==> images/met1.png <==
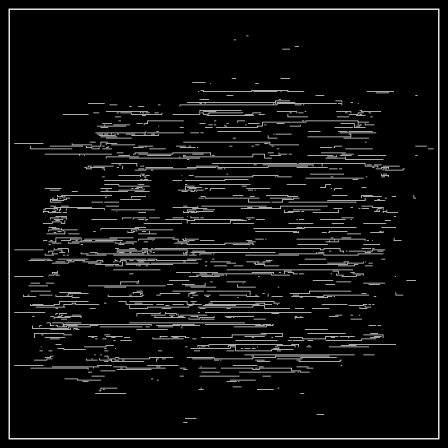
==> images/met2.png <==
Bar = 20 um.
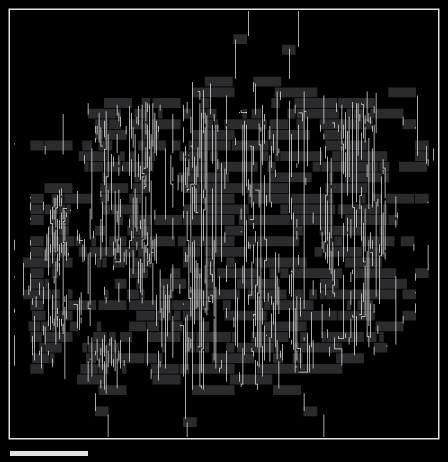
==> images/met3.png <==
Bar = 20 um.
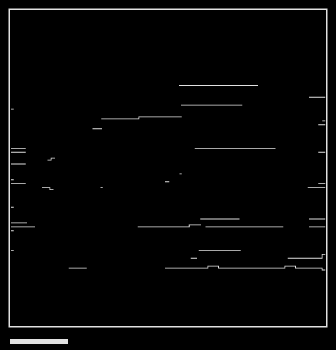
### config.mk
export PLATFORM = sky130hd
export DESIGN_NAME = lap_stop_watch_flat
export DESIGN_NICKNAME = d
export VERILOG_FILES = /design/src/rtl/lap_stop_watch_pkg.sv /design/src/rtl/lap_stop_watch_if.sv /design/src/rtl/lap_stop_watch_lap_buffer.sv /design/src/rtl/lap_stop_watch.sv /design/src/flat_wrapper.sv
export SDC_FILE = /design/constraint.sdc
export NUM_CORES = 1
export LEC_CHECK = 0
export CORE_MARGIN = 2
export CORE_UTILIZATION = 35
export DETAILED_ROUTE_END_ITERATION = 10
export SKIP_LAST_GASP = 1
export SLEW_MARGIN = 20
export SYNTH_ARGS = -nofsm -noshare
export SYNTH_HDL_FRONTEND = slang
export SYNTH_HIERARCHICAL = 1
export SYNTH_SLANG_ARGS = --single-unit
### constraint.sdc
create_clock -name clk -period 3.15 [get_ports clk]
set_input_delay 0.315 -clock clk [delete_from_list [all_inputs] [get_ports clk]]
set_output_delay 0.315 -clock clk [all_outputs]
set_load 0.005 [all_outputs]
### src/rtl/lap_stop_watch_pkg.sv
// Shared types for the lap stop watch: FSM state, default lap entry and default limits.
package stop_watch_pkg;
  localparam int SW_CNT_W   = 6;
  localparam int SW_SEC_MAX = 59;
  localparam int SW_MIN_MAX = 59;

  typedef enum logic [1:0] {IDLE, RUN, STOP, RECALL} sw_state_e;

  typedef struct packed {
    logic [SW_CNT_W-1:0] min;
    logic [SW_CNT_W-1:0] sec;
  } lap_t;
endpackage

### src/rtl/lap_stop_watch_if.sv
// Button/display bundle between the mode controller (master) and the lap stop watch (slave).
interface lap_stop_watch_if #(
  parameter int CNT_W     = 6,
  parameter int LAP_DEPTH = 4
);
  localparam int IW = $clog2(LAP_DEPTH);

  logic             stop_watch_en;
  logic             start_stop_button;
  logic             lap_button;
  logic             clear_button;
  logic [CNT_W-1:0] o_minutes;
  logic [CNT_W-1:0] o_seconds;
  logic [IW:0]      lap_count;
  logic [IW-1:0]    lap_index;
  logic             recall_active;
  logic             overflow_flag;
  logic             stop_watch_ack_flag;

  modport master (
    output stop_watch_en, start_stop_button, lap_button, clear_button,
    input  o_minutes, o_seconds, lap_count, lap_index, recall_active,
           overflow_flag, stop_watch_ack_flag
  );

  modport slave (
    input  stop_watch_en, start_stop_button, lap_button, clear_button,
    output o_minutes, o_seconds, lap_count, lap_index, recall_active,
           overflow_flag, stop_watch_ack_flag
  );
endinterface

### src/rtl/lap_stop_watch_lap_buffer.sv
// Circular lap store; read port addresses entries by age, offset 0 = newest capture.
module lap_buffer
  import stop_watch_pkg::*;
#(
  parameter int  LAP_DEPTH = 4,
  parameter type T         = lap_t
) (
  input  logic                         clk,
  input  logic                         rst,
  input  logic                         i_clr,
  input  logic                         i_we,
  input  T                             i_wdata,
  input  logic [$clog2(LAP_DEPTH)-1:0] i_rd_off,
  output T                             o_rdata,
  output logic [$clog2(LAP_DEPTH):0]   o_lap_count
);
  localparam int IW = $clog2(LAP_DEPTH);
  localparam int LW = IW + 1;

  T              r_mem [LAP_DEPTH];
  logic [IW-1:0] r_wr_ptr;
  logic [IW:0]   r_cnt;

  always_ff @(posedge clk) begin
    if (!rst) begin
      r_wr_ptr <= '0;
      r_cnt    <= '0;
      for (int i = 0; i < LAP_DEPTH; i++) r_mem[i] <= '0;
    end else if (i_clr) begin
      r_wr_ptr <= '0;
      r_cnt    <= '0;
    end else if (i_we) begin
      r_mem[r_wr_ptr] <= i_wdata;
      r_wr_ptr        <= r_wr_ptr + IW'(1);
      if (r_cnt != LW'(LAP_DEPTH)) r_cnt <= r_cnt + LW'(1);
    end
  end

  // Power-of-two depth lets the pointer subtraction wrap for free.
  assign o_rdata     = r_mem[r_wr_ptr - IW'(1) - i_rd_off];
  assign o_lap_count = r_cnt;
endmodule

### src/rtl/lap_stop_watch.sv
// MM:SS stop watch with prescaled tick, circular lap store and lap browsing while stopped.
// Optional macro STOP_WATCH_SPLIT_HOLD_EN: a lap in RUN freezes the display on the captured time.
module lap_stop_watch
  import stop_watch_pkg::*;
#(
  parameter int CNT_W     = SW_CNT_W,
  parameter int SEC_MAX   = SW_SEC_MAX,
  parameter int MIN_MAX   = SW_MIN_MAX,
  parameter int LAP_DEPTH = 4,
  parameter int TICK_DIV  = 1
) (
  input logic             clk,
  input logic             rst,
  lap_stop_watch_if.slave bus
);
  localparam int IW = $clog2(LAP_DEPTH);
  localparam int LW = IW + 1;
  localparam int PW = (TICK_DIV > 1) ? $clog2(TICK_DIV) : 1;

  typedef struct packed {
    logic [CNT_W-1:0] min;
    logic [CNT_W-1:0] sec;
  } entry_t;

  sw_state_e     r_state;
  logic [CNT_W-1:0] r_min, r_sec, r_disp_min, r_disp_sec;
  logic [PW-1:0] r_presc;
  logic [IW-1:0] r_idx;
  logic          r_ovf, r_ack, r_recall;
`ifdef STOP_WATCH_SPLIT_HOLD_EN
  logic          r_hold;
  entry_t        r_hold_val;
`endif

  logic          w_en, w_tick, w_acc_clr, w_acc_ss, w_acc_lap, w_cap, w_lap_ok;
  logic [IW:0]   w_lap_count;
  entry_t        w_rd, w_live;

  assign w_en   = bus.stop_watch_en;
  assign w_tick = (r_state == RUN) && (r_presc == PW'(TICK_DIV - 1));
  assign w_live = '{min: r_min, sec: r_sec};

  // Priority is applied among commands the current state would honour.
  assign w_lap_ok  = (r_state == RUN) || (r_state == RECALL) ||
                     ((r_state == STOP) && (w_lap_count != '0));
  assign w_acc_clr = w_en && bus.clear_button && ((r_state == STOP) || (r_state == RECALL));
  assign w_acc_ss  = w_en && bus.start_stop_button && !w_acc_clr;
  assign w_acc_lap = w_en && bus.lap_button && !w_acc_clr && !w_acc_ss && w_lap_ok;
  assign w_cap     = w_acc_lap && (r_state == RUN);

  lap_buffer #(.LAP_DEPTH(LAP_DEPTH), .T(entry_t)) u_lap_buffer (
    .clk        (clk),
    .rst        (rst),
    .i_clr      (w_acc_clr),
    .i_we       (w_cap),
    .i_wdata    (w_live),
    .i_rd_off   (r_idx),
    .o_rdata    (w_rd),
    .o_lap_count(w_lap_count)
  );

  always_ff @(posedge clk) begin
    if (!rst) begin
      r_state    <= IDLE;
      r_min      <= '0;
      r_sec      <= '0;
      r_presc    <= '0;
      r_idx      <= '0;
      r_ovf      <= 1'b0;
      r_ack      <= 1'b0;
      r_recall   <= 1'b0;
      r_disp_min <= '0;
      r_disp_sec <= '0;
`ifdef STOP_WATCH_SPLIT_HOLD_EN
      r_hold     <= 1'b0;
      r_hold_val <= '0;
`endif
    end else begin
      r_ack <= w_acc_clr || w_acc_ss || w_acc_lap;

      if (w_acc_clr) begin
        r_min   <= '0;
        r_sec   <= '0;
        r_presc <= '0;
        r_ovf   <= 1'b0;
      end else if (r_state == RUN) begin
        r_presc <= w_tick ? '0 : r_presc + PW'(1);
        if (w_tick) begin
          if (r_sec == CNT_W'(SEC_MAX)) begin
            r_sec <= '0;
            if (r_min == CNT_W'(MIN_MAX)) begin
              r_min <= '0;
              r_ovf <= 1'b1;
            end else begin
              r_min <= r_min + CNT_W'(1);
            end
          end else begin
            r_sec <= r_sec + CNT_W'(1);
          end
        end
      end

      case (r_state)
        IDLE:   if (w_acc_ss) r_state <= RUN;
        RUN:    if (w_acc_ss) r_state <= STOP;
        STOP: begin
          if (w_acc_clr)     r_state <= IDLE;
          else if (w_acc_ss) r_state <= RUN;
          else if (w_acc_lap) begin
            r_state <= RECALL;
            r_idx   <= '0;
          end
        end
        RECALL: begin
          if (!w_en)          r_state <= STOP;
          else if (w_acc_clr) r_state <= IDLE;
          else if (w_acc_ss)  r_state <= STOP;
          else if (w_acc_lap)
            r_idx <= ({1'b0, r_idx} == w_lap_count - LW'(1)) ? '0 : r_idx + IW'(1);
        end
        default: r_state <= IDLE;
      endcase

`ifdef STOP_WATCH_SPLIT_HOLD_EN
      if (w_acc_clr || (w_acc_ss && r_state == RUN)) begin
        r_hold <= 1'b0;
      end else if (w_cap) begin
        r_hold     <= 1'b1;
        r_hold_val <= w_live;
      end
`endif

      r_recall <= (r_state == RECALL);
      if (r_state == RECALL) begin
        r_disp_min <= w_rd.min;
        r_disp_sec <= w_rd.sec;
`ifdef STOP_WATCH_SPLIT_HOLD_EN
      end else if (r_hold) begin
        r_disp_min <= r_hold_val.min;
        r_disp_sec <= r_hold_val.sec;
`endif
      end else begin
        r_disp_min <= r_min;
        r_disp_sec <= r_sec;
      end
    end
  end

  assign bus.o_minutes           = r_disp_min;
  assign bus.o_seconds           = r_disp_sec;
  assign bus.lap_count           = w_lap_count;
  assign bus.lap_index           = r_idx;
  assign bus.recall_active       = r_recall;
  assign bus.overflow_flag       = r_ovf;
  assign bus.stop_watch_ack_flag = r_ack;
endmodule

### src/flat_wrapper.sv
// flat-port wrapper written by rule: the top's interface ports become plain ports
module lap_stop_watch_flat import stop_watch_pkg::*;
#(
  parameter int CNT_W     = SW_CNT_W,
  parameter int SEC_MAX   = SW_SEC_MAX,
  parameter int MIN_MAX   = SW_MIN_MAX,
  parameter int LAP_DEPTH = 4,
  parameter int TICK_DIV  = 1
)
  (clk, rst, bus_stop_watch_en, bus_start_stop_button, bus_lap_button, bus_clear_button, bus_o_minutes, bus_o_seconds, bus_lap_count, bus_lap_index, bus_recall_active, bus_overflow_flag, bus_stop_watch_ack_flag);
  lap_stop_watch_if #(.CNT_W(CNT_W), .LAP_DEPTH(LAP_DEPTH)) bus_i ();
  input logic clk;
  input logic rst;
  input wire logic [$bits(bus_i.stop_watch_en)-1:0] bus_stop_watch_en;
  input wire logic [$bits(bus_i.start_stop_button)-1:0] bus_start_stop_button;
  input wire logic [$bits(bus_i.lap_button)-1:0] bus_lap_button;
  input wire logic [$bits(bus_i.clear_button)-1:0] bus_clear_button;
  output wire logic [$bits(bus_i.o_minutes)-1:0] bus_o_minutes;
  output wire logic [$bits(bus_i.o_seconds)-1:0] bus_o_seconds;
  output wire logic [$bits(bus_i.lap_count)-1:0] bus_lap_count;
  output wire logic [$bits(bus_i.lap_index)-1:0] bus_lap_index;
  output wire logic [$bits(bus_i.recall_active)-1:0] bus_recall_active;
  output wire logic [$bits(bus_i.overflow_flag)-1:0] bus_overflow_flag;
  output wire logic [$bits(bus_i.stop_watch_ack_flag)-1:0] bus_stop_watch_ack_flag;
  assign bus_i.stop_watch_en = bus_stop_watch_en;
  assign bus_i.start_stop_button = bus_start_stop_button;
  assign bus_i.lap_button = bus_lap_button;
  assign bus_i.clear_button = bus_clear_button;
  assign bus_o_minutes = bus_i.o_minutes;
  assign bus_o_seconds = bus_i.o_seconds;
  assign bus_lap_count = bus_i.lap_count;
  assign bus_lap_index = bus_i.lap_index;
  assign bus_recall_active = bus_i.recall_active;
  assign bus_overflow_flag = bus_i.overflow_flag;
  assign bus_stop_watch_ack_flag = bus_i.stop_watch_ack_flag;
  lap_stop_watch #(.CNT_W(CNT_W), .SEC_MAX(SEC_MAX), .MIN_MAX(MIN_MAX), .LAP_DEPTH(LAP_DEPTH), .TICK_DIV(TICK_DIV)) u_core (.clk(clk), .rst(rst), .bus(bus_i));
endmodule
==> flow_summary.ini <==
; synthesis and place-and-route metrics
[status]
result_of_the_run = complete, no violations

[synthesis]
post_synth_tally_of_flip_flops_with_integrated_enable = 48
synth_async_sr_flop_share_pct = 0
adder_cell_share_of_the_synthesized_area_pct = 2.25
yosysChipArea_um2 = 3890
yosys.area.top_type_share_pct = 37.0
synthesis.area_per_instance_um2 = 12.1
post_synth_net_total = 336
synth-seq-area-share_pct = 56.1
ys_dominant_reg_cell = sky130_fd_sc_hd__edfxtp_1
synth_area_in_simple_gates_pct = 20.9
ys_ff = 85
synth_cell_type_count = 46
yosysWarningCount = 6
biggest_area_contributors_in_the_synthesized_netlist = sky130_fd_sc_hd__edfxtp_1, sky130_fd_sc_hd__dfxtp_1, sky130_fd_sc_hd__mux4_1, sky130_fd_sc_hd__and2_1, sky130_fd_sc_hd__nand2_1

[detailed_routing]
dr.pass1.iters = 4

[clocking]
cts_sinks = 85
clk_pin_slew_ns = 0.08
cts.repair_timing.setup_buffer_count = 0
tritoncts = built
clock_latency_ns = 0.35

[pwr]
power.clock.fraction_pct = 35.4
power-top-group = registers
p_int_mw = 1.59
post-layout-total-power_mw = 2.01

[sta]
fin_ws_ns = 0.707
tightest_slew_ns = 0.835
timing_hold_violations_final = 0
slew_headroom_pct = 44.2
finalCriticalPeriod_ns = 2.44
tns_ns = 0
grt_setup_unrepaired = false

[floorplan]
io-pin-count = 26
floorplan.rows = 38
chipArea_um2 = 12000

[final_layout]
filler_cell_count = 1030

[placed_design]
place_area_um2 = 4300
gp_routability_congestion = 0.725

[critical_path]
reg2reg_depth = 5
cp.required_ns = 3.40
crit_arrival_ns = 2.70
count_of_cell_instances_traversed_by_the_critical_path = 5

[hold_path]
hold_class = reg2reg
worstHoldPathCells = 1
timing.hold.worst.start = u_core/bus.overflow_flag$_SDFFE_PP0P_

[global_routing]
grt.overflow.total = 0
grt_antenna_before_repair = 0

[job]
total_tool_warning_count = 27
max_cap_viol_count = 0
Back to the opening pictures, met1.png:
nets with wire on the layer: 337
main direction: horizontal
share of all routed wire: 47%
wire length on this layer: 3750 um

Back to the opening pictures, met2.png:
wire length on this layer: 3770 um
nets with wire on the layer: 294
longest straight run: 59.8 um

Back to the opening pictures, met3.png:
wire length on this layer: 338 um
share of all routed wire: 4.3%
longest straight run: 27.6 um
nets with wire on the layer: 29
DR vias: 2489
wire length after detailed routing: 7940 um

==> routing by layer <==
metal	vias to the layer above	share of wire, %	GRT usage [%]	wire (um)
met3	9	4.2	3.56	337
li1	1212	-	-	-
met5	-	0	0	0
met4	0	1.2	4.70	95
met1	1220	47	19.5	3750
met2	48	47	24.2	3770
==> cell type report <==
cell class / count / area [um2] / share of cell area (%)
clock buffer: 14 / 174 / 3.88
clock inverter: 1 / 5.00 / 0.112
inverter: 9 / 33.8 / 0.754
multi-input combinational: 214 / 1600 / 35.7
sequential: 85 / 2180 / 48.7
tap: 140 / 175 / 3.91
timing repair buffer: 33 / 310 / 6.93
Power and IR drop assume default switching activity.
